Figure 1. Wires at chosen ports, followed through buffers.
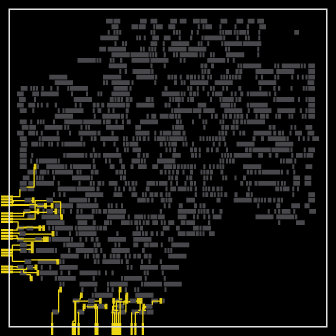
Figure 2. Logic cells by family.
Scale bar: 50 um.
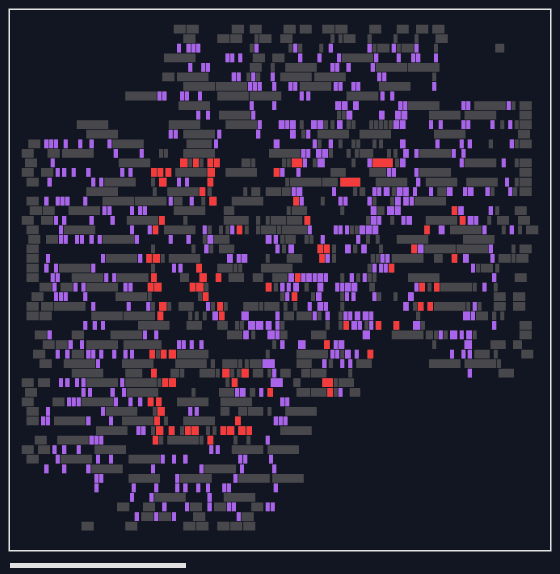
File: src/rtl/alu_multibyte_ctrl_pkg.sv
// Shared types for the multi-byte ALU sequencer and its 8-bit ALU slice.
package alu_pkg;

    localparam int ALU_W = 8;

    typedef enum logic [2:0] {
        OP_ADD = 3'b000,
        OP_SUB = 3'b001,
        OP_AND = 3'b010,
        OP_OR  = 3'b011,
        OP_XOR = 3'b100,
        OP_NOT = 3'b101,
        OP_LSL = 3'b110,
        OP_LSR = 3'b111
    } alu_op_t;

    typedef enum logic [1:0] {
        IDLE = 2'd0,
        RUN  = 2'd1,
        DONE = 2'd2
    } ctrl_state_t;

endpackage

File: src/rtl/alu_multibyte_ctrl_if.sv
// Request/response bundle between the decode stage and the multi-byte ALU sequencer.
interface alu_multibyte_ctrl_if #(
    parameter int NBYTES = 4
);
    logic                  req_valid;
    logic                  req_ready;
    logic [2:0]            req_op;
    logic [8*NBYTES-1:0]   req_a;
    logic [8*NBYTES-1:0]   req_b;
    logic                  req_cin;
    logic                  abort;
    logic                  rsp_valid;
    logic                  rsp_ready;
    logic [8*NBYTES-1:0]   rsp_y;
    logic                  rsp_c;
    logic                  rsp_z;
    logic                  rsp_n;
    logic                  rsp_v;
    logic                  rsp_err;
    logic                  busy;

    modport master (
        output req_valid, req_op, req_a, req_b, req_cin, abort, rsp_ready,
        input  req_ready, rsp_valid, rsp_y, rsp_c, rsp_z, rsp_n, rsp_v, rsp_err, busy
    );

    modport slave (
        input  req_valid, req_op, req_a, req_b, req_cin, abort, rsp_ready,
        output req_ready, rsp_valid, rsp_y, rsp_c, rsp_z, rsp_n, rsp_v, rsp_err, busy
    );

endinterface

File: src/rtl/alu_multibyte_ctrl_alu8.sv
// Combinational 8-bit ALU slice; outputs read as zero while disabled.
module alu_8
    import alu_pkg::*;
(
    input  logic             i_en,
    input  logic             i_update_flags,
    input  logic [ALU_W-1:0] i_a,
    input  logic [ALU_W-1:0] i_b,
    input  alu_op_t          i_op,
    input  logic             i_cin,
    output logic [ALU_W-1:0] o_y,
    output logic             o_cout,
    output logic             o_z,
    output logic             o_n,
    output logic             o_v
);
    logic [ALU_W-1:0] w_b_eff;
    logic [ALU_W:0]   w_sum;

    // Subtract is add of the inverted operand; the caller supplies the +1 via carry-in.
    always_comb begin
        w_b_eff = (i_op == OP_SUB) ? ~i_b : i_b;
        w_sum   = {1'b0, i_a} + {1'b0, w_b_eff} + {{ALU_W{1'b0}}, i_cin};
        o_y     = '0;
        o_cout  = 1'b0;
        o_v     = 1'b0;
        if (i_en) begin
            case (i_op)
                OP_ADD, OP_SUB: begin
                    o_y    = w_sum[ALU_W-1:0];
                    o_cout = w_sum[ALU_W];
                    o_v    = (i_a[ALU_W-1] == w_b_eff[ALU_W-1]) && (o_y[ALU_W-1] != i_a[ALU_W-1]);
                end
                OP_AND:  o_y = i_a & i_b;
                OP_OR:   o_y = i_a | i_b;
                OP_XOR:  o_y = i_a ^ i_b;
                OP_NOT:  o_y = ~i_a;
                default: o_y = '0;
            endcase
        end
        o_z = i_en && i_update_flags && (o_y == '0);
        o_n = i_en && i_update_flags && o_y[ALU_W-1];
        if (!i_update_flags) begin
            o_cout = 1'b0;
            o_v    = 1'b0;
        end
    end

endmodule

File: src/rtl/alu_multibyte_ctrl.sv
// Byte-serial sequencer running NBYTES-wide operations through one alu_8, LSB first.
//
// state | meaning
// IDLE  | waiting for a request, req_ready high
// RUN   | one byte per cycle through alu_8 (unsupported opcodes pass through once, ALU off)
// DONE  | response held on rsp_* until rsp_ready or abort
module alu_multibyte_ctrl
    import alu_pkg::*;
#(
    parameter int NBYTES = 4
)(
    input  logic                 clk,
    input  logic                 rst_n,
    alu_multibyte_ctrl_if.slave  bus
);
    localparam int W  = 8 * NBYTES;
    localparam int KW = (NBYTES > 1) ? $clog2(NBYTES) : 1;

    ctrl_state_t     r_state;
    ctrl_state_t     w_state_next;
    alu_op_t         r_op;
    logic [W-1:0]    r_a;
    logic [W-1:0]    r_b;
    logic [W-1:0]    r_y;
    logic [KW-1:0]   r_k;
    logic            r_carry;
    logic            r_zacc;
    logic            r_c;
    logic            r_n;
    logic            r_v;
    logic            r_err;

    logic             w_accept;
    logic             w_last;
    logic             w_done;
    logic             w_alu_en;
    logic [ALU_W-1:0] w_alu_a;
    logic [ALU_W-1:0] w_alu_b;
    logic [ALU_W-1:0] w_alu_y;
    logic             w_alu_cout;
    logic             w_alu_z;
    logic             w_alu_n;
    logic             w_alu_v;

    assign w_accept = bus.req_valid && (r_state == IDLE);
    assign w_last   = (r_k == KW'(NBYTES - 1));
    assign w_done   = (r_state == DONE);
    assign w_alu_en = (r_state == RUN) && !r_err;
    assign w_alu_a  = r_a[{r_k, 3'b000} +: ALU_W];
    assign w_alu_b  = r_b[{r_k, 3'b000} +: ALU_W];

    alu_8 u_alu (
        .i_en           (w_alu_en),
        .i_update_flags (w_alu_en),
        .i_a            (w_alu_a),
        .i_b            (w_alu_b),
        .i_op           (r_op),
        .i_cin          (r_carry),
        .o_y            (w_alu_y),
        .o_cout         (w_alu_cout),
        .o_z            (w_alu_z),
        .o_n            (w_alu_n),
        .o_v            (w_alu_v)
    );

    // State register.
    always_ff @(posedge clk or negedge rst_n) begin
        if (!rst_n) begin
            r_state <= IDLE;
        end else begin
            r_state <= w_state_next;
        end
    end

    // Next-state logic; abort wins over rsp_ready and is ignored in IDLE.
    always_comb begin
        w_state_next = r_state;
        case (r_state)
            IDLE: if (w_accept) w_state_next = RUN;
            RUN: begin
                if (bus.abort)            w_state_next = IDLE;
                else if (r_err || w_last) w_state_next = DONE;
            end
            DONE: if (bus.abort || bus.rsp_ready) w_state_next = IDLE;
            default: w_state_next = IDLE;
        endcase
    end

    // Operand latch on accept, then byte-serial accumulation of result and flags.
    always_ff @(posedge clk or negedge rst_n) begin
        if (!rst_n) begin
            r_op    <= OP_ADD;
            r_a     <= '0;
            r_b     <= '0;
            r_y     <= '0;
            r_k     <= '0;
            r_carry <= 1'b0;
            r_zacc  <= 1'b0;
            r_c     <= 1'b0;
            r_n     <= 1'b0;
            r_v     <= 1'b0;
            r_err   <= 1'b0;
        end else if (w_accept) begin
            r_op    <= alu_op_t'(bus.req_op);
            r_a     <= bus.req_a;
            r_b     <= bus.req_b;
            r_y     <= '0;
            r_k     <= '0;
            r_carry <= bus.req_cin;
            r_zacc  <= (bus.req_op[2:1] != 2'b11);
            r_c     <= 1'b0;
            r_n     <= 1'b0;
            r_v     <= 1'b0;
            r_err   <= (bus.req_op[2:1] == 2'b11);
        end else if (w_alu_en) begin
            r_y[{r_k, 3'b000} +: ALU_W] <= w_alu_y;
            r_carry <= w_alu_cout;
            r_zacc  <= r_zacc & w_alu_z;
            r_k     <= r_k + 1'b1;
            if (w_last) begin
                r_c <= w_alu_cout;
                r_n <= w_alu_n;
                r_v <= w_alu_v;
            end
        end
    end

    assign bus.req_ready = (r_state == IDLE);
    assign bus.busy      = (r_state == RUN) || w_done;
    assign bus.rsp_valid = w_done;
    assign bus.rsp_y     = w_done ? r_y : '0;
    assign bus.rsp_c     = w_done && r_c;
    assign bus.rsp_z     = w_done && r_zacc;
    assign bus.rsp_n     = w_done && r_n;
    assign bus.rsp_v     = w_done && r_v;
    assign bus.rsp_err   = w_done && r_err;

endmodule

File: src/flat_wrapper.sv
// flat-port wrapper written by rule: the top's interface ports become plain ports
module alu_multibyte_ctrl_flat import alu_pkg::*;
#(
    parameter int NBYTES = 4
)
  (clk, rst_n, bus_req_valid, bus_req_op, bus_req_a, bus_req_b, bus_req_cin, bus_abort, bus_rsp_ready, bus_req_ready, bus_rsp_valid, bus_rsp_y, bus_rsp_c, bus_rsp_z, bus_rsp_n, bus_rsp_v, bus_rsp_err, bus_busy);
  alu_multibyte_ctrl_if #(.NBYTES(NBYTES)) bus_i ();
  input  logic clk;
  input  logic rst_n;
  input wire logic [$bits(bus_i.req_valid)-1:0] bus_req_valid;
  input wire logic [$bits(bus_i.req_op)-1:0] bus_req_op;
  input wire logic [$bits(bus_i.req_a)-1:0] bus_req_a;
  input wire logic [$bits(bus_i.req_b)-1:0] bus_req_b;
  input wire logic [$bits(bus_i.req_cin)-1:0] bus_req_cin;
  input wire logic [$bits(bus_i.abort)-1:0] bus_abort;
  input wire logic [$bits(bus_i.rsp_ready)-1:0] bus_rsp_ready;
  output wire logic [$bits(bus_i.req_ready)-1:0] bus_req_ready;
  output wire logic [$bits(bus_i.rsp_valid)-1:0] bus_rsp_valid;
  output wire logic [$bits(bus_i.rsp_y)-1:0] bus_rsp_y;
  output wire logic [$bits(bus_i.rsp_c)-1:0] bus_rsp_c;
  output wire logic [$bits(bus_i.rsp_z)-1:0] bus_rsp_z;
  output wire logic [$bits(bus_i.rsp_n)-1:0] bus_rsp_n;
  output wire logic [$bits(bus_i.rsp_v)-1:0] bus_rsp_v;
  output wire logic [$bits(bus_i.rsp_err)-1:0] bus_rsp_err;
  output wire logic [$bits(bus_i.busy)-1:0] bus_busy;
  assign bus_i.req_valid = bus_req_valid;
  assign bus_i.req_op = bus_req_op;
  assign bus_i.req_a = bus_req_a;
  assign bus_i.req_b = bus_req_b;
  assign bus_i.req_cin = bus_req_cin;
  assign bus_i.abort = bus_abort;
  assign bus_i.rsp_ready = bus_rsp_ready;
  assign bus_req_ready = bus_i.req_ready;
  assign bus_rsp_valid = bus_i.rsp_valid;
  assign bus_rsp_y = bus_i.rsp_y;
  assign bus_rsp_c = bus_i.rsp_c;
  assign bus_rsp_z = bus_i.rsp_z;
  assign bus_rsp_n = bus_i.rsp_n;
  assign bus_rsp_v = bus_i.rsp_v;
  assign bus_rsp_err = bus_i.rsp_err;
  assign bus_busy = bus_i.busy;
  alu_multibyte_ctrl #(.NBYTES(NBYTES)) u_core (.clk(clk), .rst_n(rst_n), .bus(bus_i));
endmodule
File: config.mk
export PLATFORM = sky130hd
export DESIGN_NAME = alu_multibyte_ctrl_flat
export DESIGN_NICKNAME = d
export VERILOG_FILES = /design/src/rtl/alu_multibyte_ctrl_pkg.sv /design/src/rtl/alu_multibyte_ctrl_if.sv /design/src/rtl/alu_multibyte_ctrl_alu8.sv /design/src/rtl/alu_multibyte_ctrl.sv /design/src/flat_wrapper.sv
export SDC_FILE = /design/constraint.sdc
export NUM_CORES = 1
export LEC_CHECK = 0
export ABC_AREA = 1
export CORE_MARGIN = 3
export CORE_UTILIZATION = 30
export CTS_CLUSTER_SIZE = 10
export DETAILED_ROUTE_END_ITERATION = 10
export PLACE_DENSITY_LB_ADDON = 0.2
export SETUP_SLACK_MARGIN = 0.2
export SLEW_MARGIN = 20
export SYNTH_ARGS = -nofsm -noshare
export SYNTH_HDL_FRONTEND = slang
export SYNTH_HIERARCHICAL = 1
export SYNTH_SLANG_ARGS = --single-unit
File: constraint.sdc
create_clock -name clk -period 4 [get_ports clk]
set_input_delay 0.6 -clock clk [delete_from_list [all_inputs] [get_ports clk]]
set_output_delay 0.6 -clock clk [all_outputs]
set_load 0.01 [all_outputs]
==> results_slide.txt <==
Key Metrics from the Run

Run status
  • Outcome: finished, final reports clean

Cells and area
  • Final net count: 1132
  • Antenna Diode Count: 0
  • Final Util: 0.386

Timing
  • Worst Tran Pin Value: a little over 0.9 ns
  • Setup_tns: 0 ns
  • Final hold violations: 0
  • Relative slew slack: 0.394
  • Final Skew: approximately 0.0057 ns

Critical path
  • Worst Path Max Fanout: 20
  • Largest stage delay on the critical path: 0.43 ns
  • Worst Setup Start Kind: flip-flop
  • Critical path class: reg -> reg
  • Endpoint class of the critical path: flip-flop
  • Buf+Inv Stages, Crit Path: 4
  • CP cell instances: inv_1, o21ai_0, o22ai_1, inv_1, fa_1, inv_1, fa_1, inv_1, nor2_1, a21oi_1, nand2_1, nand2_1, nand2_1, nor2_1, nand3_1, nor2_1, nand2_1, o21ai_0, nand2_1, nand2_1
  • End of the worst register-to-register path: u_core/r_zacc$_DFFE_PN0P_

Floorplanning
  • FP Util: 0.308
  • Total die area: approximately 24000 um^2
  • Rows: between 50 and 60

Routing
  • Drt via density: 4.56
  • Routed vias: a little under 6000
  • Post-Route WL: about 18000 um

Logic synthesis
  • # Cells Yosys: ~930
  • Distinct lib cells: 27
  • Ys Warns: 6
  • Post-Synth Adder-Cell Area: 0.0673
  • Yosys chip area: approximately 6500 um^2
  • Seq cells post-synth: 109

Clock network
  • Post-CTS Hold Buffers: 0
  • Clk_lat worst skew: ~0.35 ns
  • H-tree depth: 3
  • CTS buffer count: 9

Global routing
  • Grt ovf: 0
  • Met2 usage: 0.230
  • First-pass GRT wire length: ~30000 um
  • Grt met3 use: 0.0298

Placed design
  • Gpl congestion: 0.869
  • Post-DP HPWL: 13500 um
Back to the opening pictures, Figure 1:
[bus_req_a] yellow | bits: 32 | direction: input | end cells: 32 | buffers: 32 | wire: 483 um
PortBufs: 112
IO Count: 113

Back to the opening pictures, Figure 2:
[inverting AOI/OAI gates] red | cells: 84
[NAND gates] purple | cells: 451 | where: all over the die
Post-Layout Cell Count: 1304
Top cell excl fill/tap: nand2_1
Comb/total area: 0.389

[area by class of cell]
| type | instances | area [um^2] |
|---|---|---|
| clock inverter | 4 | 56.3 |
| inverter | 111 | 417 |
| tap | 275 | 344 |
| sequential | 109 | 2730 |
| fill | 2276 | 13000 |
| multi-input combinational | 671 | 3190 |
| timing repair buffer | 123 | 1210 |
| clock buffer | 11 | 253 |
[power breakdown]
part | leakage (nW) | internal (mW) | switching [mW]
Sequential | 1.40 | 1.49 | 0.292
Combinational | 2.80 | 1.27 | 2.47
Clock | 0.146 | 0.521 | 0.418
[through the flow]
step                worst slack (ns)  area [um^2]  power (mW)
floorplan                      0.990         6540        4.53
global placement               0.730         7890        5.52
detailed placement             0.669         7890        5.54
CTS                            0.662         8200        6.51
global route                   0.210         8200        7.18
finish                         0.669         8200        6.46
[how the worst max path moves through the flow]
stage / slack (ns) / cells past startpoint / from / to
floorplan: 0.99 / 22 / u_core/r_k[0]$_DFFE_PN0P_ / u_core/r_zacc$_DFFE_PN0P_
global placement: 0.73 / 20 / u_core/r_k[1]$_DFFE_PN0P_ / u_core/r_zacc$_DFFE_PN0P_
detailed placement: 0.67 / 20 / u_core/r_k[1]$_DFFE_PN0P_ / u_core/r_zacc$_DFFE_PN0P_
CTS: 0.66 / 20 / u_core/r_k[1]$_DFFE_PN0P_ / u_core/r_zacc$_DFFE_PN0P_
global route: 0.21 / 19 / u_core/r_k[1]$_DFFE_PN0P_ / u_core/r_c$_DFFE_PN0P_
finish: 0.67 / 20 / u_core/r_k[1]$_DFFE_PN0P_ / u_core/r_zacc$_DFFE_PN0P_
[Yosys cell counts]
| cell type | number |
|---|---|
| o21ai_4 | 2 |
| a21oi_1 | 10 |
| nor2_4 | 1 |
| nor3_2 | 1 |
| buf_4 | 11 |
| buf_2 | 17 |
| nor3_1 | 3 |
| dfrtp_1 | 109 |
| nand4_1 | 7 |
| nand3_1 | 69 |
| nor2_2 | 4 |
| ha_1 | 32 |
| buf_6 | 3 |
| o2bb2ai_1 | 1 |
| nand3_2 | 2 |
| fa_1 | 2 |
| nand2_1 | 368 |
| nand2_2 | 5 |
| inv_1 | 106 |
| o22ai_1 | 18 |
| o21ai_1 | 7 |
| o21ai_2 | 1 |
| clkbuf_1 | 3 |
| xor2_1 | 8 |
| inv_2 | 5 |
| o21ai_0 | 45 |
| nor2_1 | 85 |
[per-layer routing]
metal / vias up / share of wire
met3: 27 / 0.048
met2: 147 / 0.42
met4: 0 / 0.020
li1: 3072 / -
met5: - / 0
met1: 2701 / 0.51
[registers in the layout, summed over array words and instances, names as in the netlist]
| name | count |
|---|---|
| u_core/r_y | 32 |
| u_core/r_a | 32 |
| u_core/r_v | 1 |
| u_core/r_k | 2 |
| u_core/r_b | 32 |
| u_core/r_n | 1 |
| u_core/r_err | 1 |
| u_core/r_carry | 1 |
| u_core/r_c | 1 |
| u_core/r_zacc | 1 |
| u_core/r_state | 2 |
| u_core/r_op | 3 |
[cells by family (layout without fill, tap and decap cells)]
group / count (synthesis) / in the layout
xor+xnor: 8 / 8
buf+inv: 145 / 249
flops: 109 / 109
fa+ha+maj: 34 / 34
simple gates: 545 / 545
compound gates: 84 / 84
Power is estimated from default activity; no workload was simulated.
